**Register map, names as in the netlist**

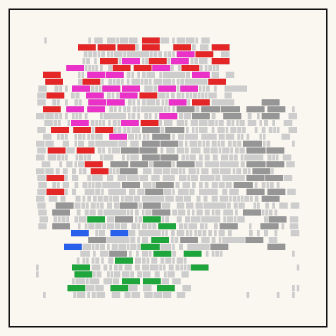
**Wires at chosen ports, followed through buffers**

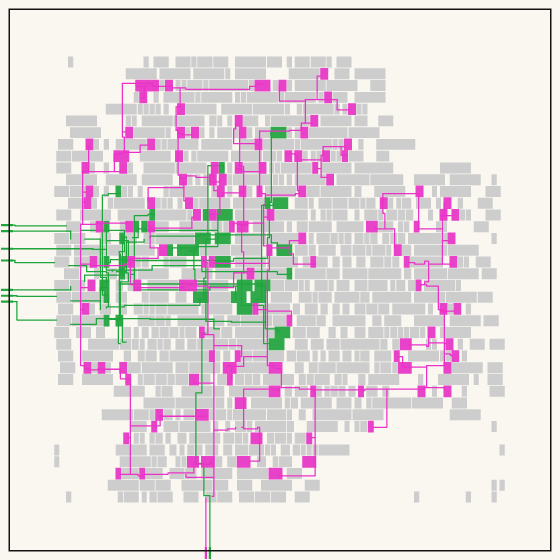
**Signal wires on met3**

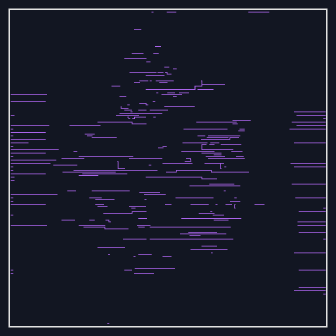
**Wiring heat map**

25 x 25 tiles, from black (low) to pale yellow (high), scaled to the fullest tile. Values are wire area over tile area, all layers added.
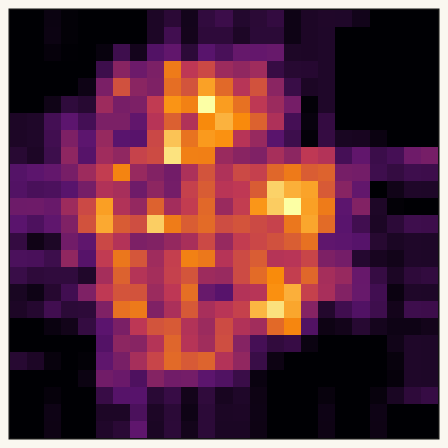
File: config.mk
export PLATFORM = sky130hd
export DESIGN_NAME = instr_mem_loader
export DESIGN_NICKNAME = d
export VERILOG_FILES = /design/src/rtl/instr_mem_loader.sv
export SDC_FILE = /design/constraint.sdc
export NUM_CORES = 1
export LEC_CHECK = 0
export CAP_MARGIN = 40
export CORE_MARGIN = 10
export CORE_UTILIZATION = 52
export DETAILED_ROUTE_END_ITERATION = 8
export GPL_ROUTABILITY_DRIVEN = 0
export PLACE_DENSITY = 0.9
export SETUP_SLACK_MARGIN = 0.3
export SYNTH_ARGS = -nofsm -noshare
export SYNTH_HDL_FRONTEND = slang
export SYNTH_SLANG_ARGS = --single-unit
export TNS_END_PERCENT = 10
File: constraint.sdc
create_clock -name clk -period 2.63 [get_ports clk]
set_clock_uncertainty 0.2 [all_clocks]
set_input_delay 0.526 -clock clk [delete_from_list [all_inputs] [get_ports clk]]
set_output_delay 0.526 -clock clk [all_outputs]
set_load 0.01 [all_outputs]
File: src/rtl/instr_mem_loader.sv
// Byte-stream program loader: length-prefixed frame -> big-endian 32-bit word writes, core held while loading.
// Optional trailing XOR checksum byte when LOADER_CHECKSUM_EN is defined.
module instr_mem_loader #(
  parameter logic [31:0] BASE_ADDR = 32'd0,
  parameter int          MEM_BYTES = 2048
) (
  input  logic        clk,
  input  logic        rst,
  input  logic        start,
  input  logic [7:0]  s_data,
  input  logic        s_valid,
  output logic        s_ready,
  output logic [31:0] mem_addr,
  output logic [31:0] mem_wdata,
  output logic        mem_write,
  output logic        cpu_hold,
  output logic        busy,
  output logic        done,
  output logic        err,
  output logic [15:0] words_loaded
);

`ifdef LOADER_CHECKSUM_EN
  typedef enum logic [2:0] {S_IDLE, S_LEN_HI, S_LEN_LO, S_DATA, S_WRITE, S_CHK, S_DONE} state_t;
  localparam state_t S_TAIL = S_CHK;
`else
  typedef enum logic [2:0] {S_IDLE, S_LEN_HI, S_LEN_LO, S_DATA, S_WRITE, S_DONE} state_t;
  localparam state_t S_TAIL = S_DONE;
`endif

  localparam logic [31:0] LIMIT = 32'(MEM_BYTES) - BASE_ADDR;

  state_t      state, state_n;
  logic [15:0] len, len_n, word_idx, word_idx_n, words_n;
  logic [1:0]  byte_idx, byte_idx_n;
  logic [23:0] shift, shift_n;
  logic [31:0] addr_n, wdata_n;
  logic        err_n, fire;
`ifdef LOADER_CHECKSUM_EN
  logic [7:0]  acc, acc_n;
`endif

  assign fire = s_valid && s_ready;

  always_comb begin
    state_n    = state;
    len_n      = len;
    word_idx_n = word_idx;
    words_n    = words_loaded;
    byte_idx_n = byte_idx;
    shift_n    = shift;
    addr_n     = mem_addr;
    wdata_n    = mem_wdata;
    err_n      = err;
`ifdef LOADER_CHECKSUM_EN
    acc_n      = acc;
`endif
    case (state)
      S_IDLE: if (start) begin
        state_n    = S_LEN_HI;
        err_n      = 1'b0;
        words_n    = '0;
        word_idx_n = '0;
        byte_idx_n = '0;
`ifdef LOADER_CHECKSUM_EN
        acc_n      = '0;
`endif
      end
      S_LEN_HI: if (fire) begin
        len_n[15:8] = s_data;
        state_n     = S_LEN_LO;
      end
      S_LEN_LO: if (fire) begin
        len_n = {len[15:8], s_data};
        // 32-bit compare so 4*len cannot wrap before the bound check
        if ({14'd0, len_n, 2'b00} > LIMIT) begin
          err_n   = 1'b1;
          state_n = S_IDLE;
        end else if (len_n == 16'd0) state_n = S_TAIL;
        else                         state_n = S_DATA;
      end
      S_DATA: if (fire) begin
        shift_n    = {shift[15:0], s_data};
        byte_idx_n = byte_idx + 2'd1;
`ifdef LOADER_CHECKSUM_EN
        acc_n      = acc ^ s_data;
`endif
        if (byte_idx == 2'd3) begin
          state_n = S_WRITE;
          wdata_n = {shift, s_data};
          addr_n  = BASE_ADDR + {14'd0, word_idx, 2'b00};
        end
      end
      S_WRITE: begin
        word_idx_n = word_idx + 16'd1;
        words_n    = words_loaded + 16'd1;
        state_n    = (word_idx_n == len) ? S_TAIL : S_DATA;
      end
`ifdef LOADER_CHECKSUM_EN
      S_CHK: if (fire) begin
        if (s_data != acc) err_n = 1'b1;
        state_n = S_DONE;
      end
`endif
      S_DONE:  state_n = S_IDLE;
      default: state_n = S_IDLE;
    endcase
  end

  // Outputs are registered from the next state so they line up with it.
  always_ff @(posedge clk) begin
    if (rst) begin
      state        <= S_IDLE;
      len          <= '0;
      word_idx     <= '0;
      byte_idx     <= '0;
      shift        <= '0;
      words_loaded <= '0;
      mem_addr     <= '0;
      mem_wdata    <= '0;
      err          <= 1'b0;
      s_ready      <= 1'b0;
      mem_write    <= 1'b0;
      cpu_hold     <= 1'b0;
      busy         <= 1'b0;
      done         <= 1'b0;
`ifdef LOADER_CHECKSUM_EN
      acc          <= '0;
`endif
    end else begin
      state        <= state_n;
      len          <= len_n;
      word_idx     <= word_idx_n;
      byte_idx     <= byte_idx_n;
      shift        <= shift_n;
      words_loaded <= words_n;
      mem_addr     <= addr_n;
      mem_wdata    <= wdata_n;
      err          <= err_n;
`ifdef LOADER_CHECKSUM_EN
      acc          <= acc_n;
      s_ready      <= (state_n == S_LEN_HI) || (state_n == S_LEN_LO) ||
                      (state_n == S_DATA) || (state_n == S_CHK);
`else
      s_ready      <= (state_n == S_LEN_HI) || (state_n == S_LEN_LO) || (state_n == S_DATA);
`endif
      mem_write    <= (state_n == S_WRITE);
      cpu_hold     <= (state_n != S_IDLE);
      busy         <= (state_n != S_IDLE);
      done         <= (state_n == S_DONE);
    end
  end

endmodule

==> out/results.txt <==
Status: finished, final reports clean
Most frequent logic cell in the layout: nand2_1
Clk pwr: 2200 uW
Worst path depth: 1
TritonCTS clock tree: done
Setup Buffers After CTS: 0
Worst path required time: 1900 ps
Largest net degree at the start of global routing: 49
Sequential share of power: 45.4%
Worst slew margin: 59.7%
Port bufs: 81
F_max: 0.437 GHz
Synth Seq Share: 45.5%
Sw Share: 25.8%
Layout cells sized above 1: 11.2%
RSZ-0062 raised after global routing: true
Top routing layer in use: met4
Largest register FFs: 32
Top cells excl fill/tap: nand2_1, dfxtp_1, a21oi_1, clkdlybuf4s50_1, nor2_1
First-pass GRT wire length: 26,200 um
WHS Endpoint: len[5]
Reg2Reg Setup Slack: 380 ps
Largest registers: mem_wdata: 32 flops, shift: 24 flops
Diodes inserted: 0
Pre-CTS WS: 68.8 ps
Area grow syn2layout: 26.9%
Max Slew Vio Count: 0
Post-CTS sizing: 4
Met2 Resource Use GR: 33.3%
Synth flops: 130
Max Cap Violations: 0
Cell variety after synth: 50
# IOs: 98
Cell Pwr Density: 603 nW/um2
Crit path to: words_loaded[2]
Root Buffer: clkbuf_8
Yosys warning tally: 0
Largest Pwr Group: clock
Setup crit start kind: flip-flop
Worst-margin pin slew: 605 ps
First-pass DRT Iterations: 7
Post-CTS Hold Fix Bufs: 0
EDFF count, synth: 0
Setup crit end kind: output pin
Reg-to-Reg End: mem_write
Clk pwr share: 50.3%
Die width: 125 um
Routed Antenna Nets: 0
Final worst slack: 340 ps
CTS Buffer Depth: 2
Gate power share: 4.3%
GRT Residual Overflow: 0
Core Area: 10,800 um2
Wire length on met3: 1480 um
Internal power: 3250 uW
Syn Inst Count: 729
Comb. pwr: 189 uW
Starting Density: 53.0%
Min-delay src: rst
Fin crit period: 2290 ps
Syn avg cell area: 7.85 um2
LEAKAGE: 0.00261 uW
Nets@finish: 814
Synthesized cell area: 5730 um2
Final TNS setup: 0 ps
Sequential power: 1990 uW
Buffers & Inverters on Critical Path: 1
Gr busiest metal: met2
DRC: 0
Clock Sinks: 130
Crit-path max FO: 7
Asr flop ratio synth: 0%
Initial DRC count: 726
CTS Buf Count: 17
Slowest library cell on the worst path: clkdlybuf4s50_1
Wire length on met1: 6570 um
Grt met3 use: 6.04%
Ys cells: 729
Clk slew on worst S/H paths: 70 ps
HPWL after DPL: 9910 um
Worst skew pair latency: 530 ps
Back to the opening pictures, 'register map, names as in the netlist':
blue -> state  # sequential cells 3
green -> words_loaded  # sequential cells 16, where bottom centre
red -> mem_wdata  # sequential cells 32
magenta -> shift  # sequential cells 24

Back to the opening pictures, 'wires at chosen ports, followed through buffers':
green -> s_data  # bits 8, direction input, edge 7 left, 1 bottom, end cells 35, wire 834 um
magenta -> rst  # bits 1, direction input, edge bottom, end cells 129, wire 1,020 um

Back to the opening pictures, 'signal wires on met3':
nets with wire on the layer = 140
main direction = horizontal
share of all routed wire = 9.0%
wire length on this layer = 1,480 um

Back to the opening pictures, 'wiring heat map':
nearly empty tiles = 23%
fullest tile = 0.70
emptiest ninth of the die = upper right
mean over tiles = 0.18
via count: 5,542
GRT Util Overall: 19.9%
DRT Wirelength: 16,400 um
DR WL/cell: 17.3 um

## logic make-up after synthesis
| family | Yosys count | synth area share (%) |
|---|---|---|
| mux | 21 | 3.74 |
| flops | 130 | 45.5 |
| xor+xnor | 22 | 3.37 |
| compound gates | 153 | 14.9 |
| other cells | 1 | 0.0655 |
| buf+inv | 78 | 6.73 |
| simple gates | 321 | 25.1 |
| fa+ha+maj | 3 | 0.656 |
## layout make-up
cell class	count	area [um2]
Multi-Input combinational cell	536	2860
Clock inverter	15	144
Sequential cell	130	2610
Inverter	6	22.5
Tap cell	140	175
Timing Repair Buffer	108	1040
Fill cell	810	3530
Clock buffer	17	414
## cell usage after synthesis, types with 2 or more instances
cell type	instances	area share [%]
ha_1	3	0.66
or3_1	5	0.55
a21oi_1	97	8.5
and2_1	4	0.44
nor3_1	11	0.96
dfxtp_1	130	45
nand2b_1	2	0.22
a211oi_1	7	0.92
clkbuf_1	39	2.6
and4_1	2	0.31
o21ai_0	24	2.1
nor4_2	2	0.44
a31oi_1	5	0.55
inv_1	6	0.39
or2_2	2	0.22
buf_2	14	1.2
mux2_2	3	0.59
o21a_1	3	0.39
mux2i_1	18	3.1
a311oi_1	6	0.92
and3_1	7	0.76
buf_4	18	2.4
xnor2_1	16	2.4
nor2_1	69	4.5
nand3b_1	2	0.26
nand2_1	176	12
o2111ai_1	2	0.31
a22oi_1	4	0.52
nor4_1	7	0.76
xor2_1	6	0.92
nand3_1	16	1.4
nand4_1	5	0.55
## metrics by stage
step / cell area, um2 / util [%] / total power [uW]
6_report: 7270 / 67.3 / 4380
3_3_place_gp: 6630 / 61.4 / 2210
2_1_floorplan: 5780 / - / 2150
3_5_place_dp: 6630 / 61.4 / 2210
4_1_cts: 7200 / 66.7 / 4390
5_1_grt: 7270 / 67.3 / 4490
No activity file was given, so power comes from the tool's default toggle rates.
